==> images/floorplan.png <==
Pins as bars on the die edge.
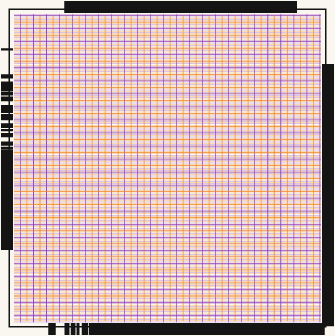
==> images/class_map.png <==
Bar = 200 um.
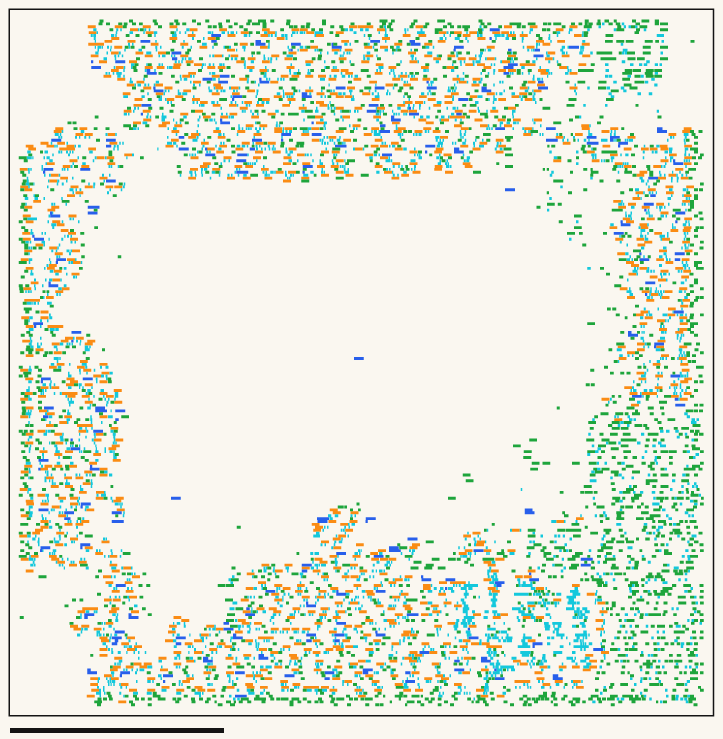
**src/rtl/scalar_driver.sv**
```systemverilog
// scalar_driver: initiator for the scalar unit handshake.
// Takes one command, then for each of cmd_len vectors it reads operand 1 and
// operand 2 from a single-read-port buffer, issues them to the scalar unit,
// waits for DONE (bounded by TIMEOUT), writes the result back, and waits for
// the unit to return to IDLE before moving on.
//
// state  | meaning
// -------+-----------------------------------------------------------------
// IDLE   | cmd_ready high, waiting for cmd_valid
// RD1    | read strobe on src1+k
// RD2    | read strobe on src2+k, capture operand 1 returning from RD1
// CAP    | capture operand 2, load scalar-unit operand and mode registers
// ISSUE  | pulse input_ready once the scalar unit reports IDLE
// WAIT   | wait for DONE; timer expiry sets err and aborts to FIN
// WRITE  | write sc_out to dst+k, pulse output_taken
// DRAIN  | wait for scalar unit IDLE, advance k, loop or finish
// FIN    | command complete; done pulses on the following cycle
module scalar_driver #(
    parameter int IL      = 4,
    parameter int FL      = 16,
    parameter int size    = 16,
    parameter int AW      = 8,
    parameter int TIMEOUT = 64
) (
    input  logic                     clk,
    input  logic                     reset,
    input  logic                     cmd_valid,
    output logic                     cmd_ready,
    input  logic [1:0]               cmd_mode,
    input  logic [AW-1:0]            cmd_src1,
    input  logic [AW-1:0]            cmd_src2,
    input  logic [AW-1:0]            cmd_dst,
    input  logic [AW-1:0]            cmd_len,
    output logic                     rd_en,
    output logic [AW-1:0]            rd_addr,
    input  logic [(IL+FL)*size-1:0]  rd_data,
    output logic                     wr_en,
    output logic [AW-1:0]            wr_addr,
    output logic [(IL+FL)*size-1:0]  wr_data,
    output logic [1:0]               sc_mode,
    output logic                     sc_input_ready,
    output logic                     sc_output_taken,
    output logic [(IL+FL)*size-1:0]  sc_in1,
    output logic [(IL+FL)*size-1:0]  sc_in2,
    input  logic [1:0]               sc_state,
    input  logic [(IL+FL)*size-1:0]  sc_out,
    output logic                     busy,
    output logic                     done,
    output logic                     err
);

    localparam int W  = IL + FL;
    localparam int VW = W * size;
    localparam int TW = (TIMEOUT > 1) ? $clog2(TIMEOUT) : 1;

    localparam logic [1:0] SC_IDLE = 2'b00;
    localparam logic [1:0] SC_DONE = 2'b10;

    typedef enum logic [3:0] {
        S_IDLE,
        S_RD1,
        S_RD2,
        S_CAP,
        S_ISSUE,
        S_WAIT,
        S_WRITE,
        S_DRAIN,
        S_FIN
    } state_t;

    state_t          state;
    logic [1:0]      mode_q;
    logic [AW-1:0]   src1_q;
    logic [AW-1:0]   src2_q;
    logic [AW-1:0]   dst_q;
    logic [AW-1:0]   len_q;
    logic [AW-1:0]   k;
    logic [AW-1:0]   k_inc;
    logic [VW-1:0]   op1_q;
    logic [TW-1:0]   tmr;

    assign k_inc = k + AW'(1);

    // input_ready must follow the unit's state in the same cycle, so it is
    // the only strobe decoded combinationally from the state register.
    assign sc_input_ready = (state == S_ISSUE) && (sc_state == SC_IDLE);

    // Result goes straight through to the buffer; held at zero outside WRITE.
    assign wr_data = wr_en ? sc_out : '0;

    // Sequencer with registered outputs: each output is set on the
    // transition into the state where it must be visible.
    always_ff @(posedge clk) begin
        if (reset) begin
            state           <= S_IDLE;
            mode_q          <= '0;
            src1_q          <= '0;
            src2_q          <= '0;
            dst_q           <= '0;
            len_q           <= '0;
            k               <= '0;
            op1_q           <= '0;
            tmr             <= '0;
            cmd_ready       <= 1'b1;
            busy            <= 1'b0;
            done            <= 1'b0;
            err             <= 1'b0;
            rd_en           <= 1'b0;
            rd_addr         <= '0;
            wr_en           <= 1'b0;
            wr_addr         <= '0;
            sc_output_taken <= 1'b0;
            sc_mode         <= '0;
            sc_in1          <= '0;
            sc_in2          <= '0;
        end else begin
            done <= 1'b0;
            case (state)
                S_IDLE: begin
                    if (cmd_valid) begin
                        mode_q    <= cmd_mode;
                        src1_q    <= cmd_src1;
                        src2_q    <= cmd_src2;
                        dst_q     <= cmd_dst;
                        len_q     <= cmd_len;
                        k         <= '0;
                        err       <= 1'b0;
                        cmd_ready <= 1'b0;
                        busy      <= 1'b1;
                        if (cmd_len == '0) begin
                            state <= S_FIN;
                        end else begin
                            state   <= S_RD1;
                            rd_en   <= 1'b1;
                            rd_addr <= cmd_src1;
                        end
                    end
                end
                S_RD1: begin
                    state   <= S_RD2;
                    rd_addr <= src2_q + k;
                end
                S_RD2: begin
                    // Operand 1 returns now, one cycle after its RD1 strobe.
                    op1_q   <= rd_data;
                    rd_en   <= 1'b0;
                    rd_addr <= '0;
                    state   <= S_CAP;
                end
                S_CAP: begin
                    // Operands and mode change together here so the unit
                    // sees a coherent set from ISSUE until the next CAP.
                    sc_in1  <= op1_q;
                    sc_in2  <= rd_data;
                    sc_mode <= mode_q;
                    state   <= S_ISSUE;
                end
                S_ISSUE: begin
                    if (sc_state == SC_IDLE) begin
                        tmr   <= TW'(TIMEOUT - 1);
                        state <= S_WAIT;
                    end
                end
                S_WAIT: begin
                    if (sc_state == SC_DONE) begin
                        wr_en           <= 1'b1;
                        wr_addr         <= dst_q + k;
                        sc_output_taken <= 1'b1;
                        state           <= S_WRITE;
                    end else if (tmr == '0) begin
                        err   <= 1'b1;
                        state <= S_FIN;
                    end else begin
                        tmr <= tmr - TW'(1);
                    end
                end
                S_WRITE: begin
                    wr_en           <= 1'b0;
                    wr_addr         <= '0;
                    sc_output_taken <= 1'b0;
                    state           <= S_DRAIN;
                end
                S_DRAIN: begin
                    if (sc_state == SC_IDLE) begin
                        k <= k_inc;
                        if (k_inc == len_q) begin
                            state <= S_FIN;
                        end else begin
                            rd_en   <= 1'b1;
                            rd_addr <= src1_q + k_inc;
                            state   <= S_RD1;
                        end
                    end
                end
                S_FIN: begin
                    done      <= 1'b1;
                    busy      <= 1'b0;
                    cmd_ready <= 1'b1;
                    state     <= S_IDLE;
                end
                default: begin
                    state     <= S_IDLE;
                    busy      <= 1'b0;
                    cmd_ready <= 1'b1;
                end
            endcase
        end
    end

endmodule

```
**config.mk**
```make
export PLATFORM = sky130hd
export DESIGN_NAME = scalar_driver
export DESIGN_NICKNAME = d
export VERILOG_FILES = /design/src/rtl/scalar_driver.sv
export SDC_FILE = /design/constraint.sdc
export NUM_CORES = 2
export LEC_CHECK = 0
export CAP_MARGIN = 20
export CORE_AREA = 8 8 649 651
export DETAILED_ROUTE_END_ITERATION = 16
export DIE_AREA = 0 0 657 659
export PLACE_DENSITY_LB_ADDON = 0.15
export SYNTH_ARGS = -nofsm -noshare
export SYNTH_HDL_FRONTEND = slang
export SYNTH_SLANG_ARGS = --single-unit
```
**constraint.sdc**
```tcl
create_clock -name clk -period 2.9 [get_ports clk]
set_input_delay 0.58 -clock clk [delete_from_list [all_inputs] [get_ports clk]]
set_output_delay 0.58 -clock clk [all_outputs]
set_load 0.02 [all_outputs]
```
==> deck_impl_summary.md <==
Flow Results at a Glance

Job
  • Tool warnings: 31

Logic synthesis
  • Commonest flop: dfxtp_1
  • Syn Inst Count: 5040
  • Ys async rst share: 0
  • Yosys Chip Area: 39000 um^2
  • Yosys top cell by area: dfxtp_1
  • Cell area after synthesis: a little under 40000 um^2

Critical path
  • CP peak stage delay: roughly 400 ps
  • Reg2reg start: k[2]
  • Worst setup path start: sc_output_taken
  • FF-to-FF setup slack: 320 ps
  • R2R depth: 10
  • Bufs and invs on worst path: 6
  • Worst R2R End: rd_addr[4]
  • Worst path top cell family by delay: buffers and inverters
  • Critical path's slowest cell: dfxtp_4

Cells and area
  • Share of post-route cells with drive strength above 1: 0.129
  • Area grow syn2layout: 80.4%
  • Fillers: about 46000
  • Layout net count: approximately 7400

Min path
  • Type of the most critical hold path: in2reg
  • Hold EP: mode_q[0]

Run status
  • Outcome: completed

Clock tree
  • Hold_buf cts: 0
  • Reg clk slew, reported paths: roughly 60 ps
  • CTS Sinks: ~1000
  • Clk Latency, worst-skew pair: between 800 and 900 ps
  • Maximum root-to-sink buffer count: 4
  • Root Buffer: clkbuf_16
  • # H-tree levels: 4

Routing
  • Via count: about 42000
  • Final wirelength: 346000 um
  • Detail Route Antenna Nets: 0
  • DR DRC count: 0

Final timing
  • Fin Hold WS: approximately 270 ps
  • Final Cycle Share: 0.995
  • Highest Clock Rate: around 0.35 GHz

Global routing
  • Most Used Layer, Global Route: met2
  • Gr usage total: 0.152
## Picture notes: floorplan.png
colour	net
purple	VSS
orange	VDD
met4 straps	47
signal pins	1665
rows	236
met1 rails	237
DIE HEIGHT: 659 um
Die X: 657 um

## Picture notes: class_map.png
colour	class	cells
cyan	remaining logic cells	3623
orange	sequential cells	1036
blue	clock drivers and dummy loads	262
green	remaining buffers and delay cells	1903
post-layout util: 0.171
Site Rows: 236
final instance area: 70400 um^2
core area: 411000 um^2

registers in the layout, summed over array words and instances (netlist names), 4 cells and up:
register / flops
op1_q: 320
len_q: 8
wr_addr: 8
tmr: 6
sc_in2: 320
dst_q: 8
src2_q: 8
k: 8
rd_addr: 8
src1_q: 8
state: 4
sc_in1: 320
where the power goes:
group | leakage, nW | switching [mW] | internal [mW] | total, mW
sequential | 8.38 | 0.436 | 15.0 | 15.4
clock | 2.43 | 7.54 | 11.2 | 18.7
combinational | 13.0 | 3.54 | 2.37 | 5.91
total | 23.8 | 11.5 | 28.5 | 40.0
metrics by stage:
step                      total power, mW  cells
after global placement               21.7  12019
after global routing                 41.9  12315
after detailed placement             21.7  12019
after CTS                            41.1  12292
after floorplan                      18.0   5040
final                                40.0  12352
layout make-up:
type / instances / area share
well taps: 5474 / 0.0973
inverters: 22 / 0.00117
repair buffers: 1903 / 0.295
multi-input cells: 3601 / 0.240
clock buffers: 213 / 0.0614
clock inverters: 49 / 0.00825
diodes: 54 / 0.00192
flip-flops and latches: 1036 / 0.295
kinds of logic (layout without fill, tap and decap cells):
group                    after synthesis  after routing  synth area share
other                                  0             54                 0
AND-OR/OR-AND                       1097           1097             0.146
multiplexers                           5              5           0.00144
adder cells (fa/ha/maj)               27             27           0.00923
buffers and inverters                403           2187            0.0412
AND/OR/NAND/NOR                     2439           2439             0.261
flip-flops                          1036           1036             0.531
XOR/XNOR                              33             33           0.00991
what timing repair did:
| item | in CTS | in global routing |
|---|---|---|
| endpoints found under the setup margin | 241 | 151 |
| resized | 437 | 48 |
| buffers inserted | 8 | 1 |
| pin swaps | 1 | 10 |
| gates cloned | 4 | 5 |
Power figures rest on the tool's default switching activity, not on a simulated workload.
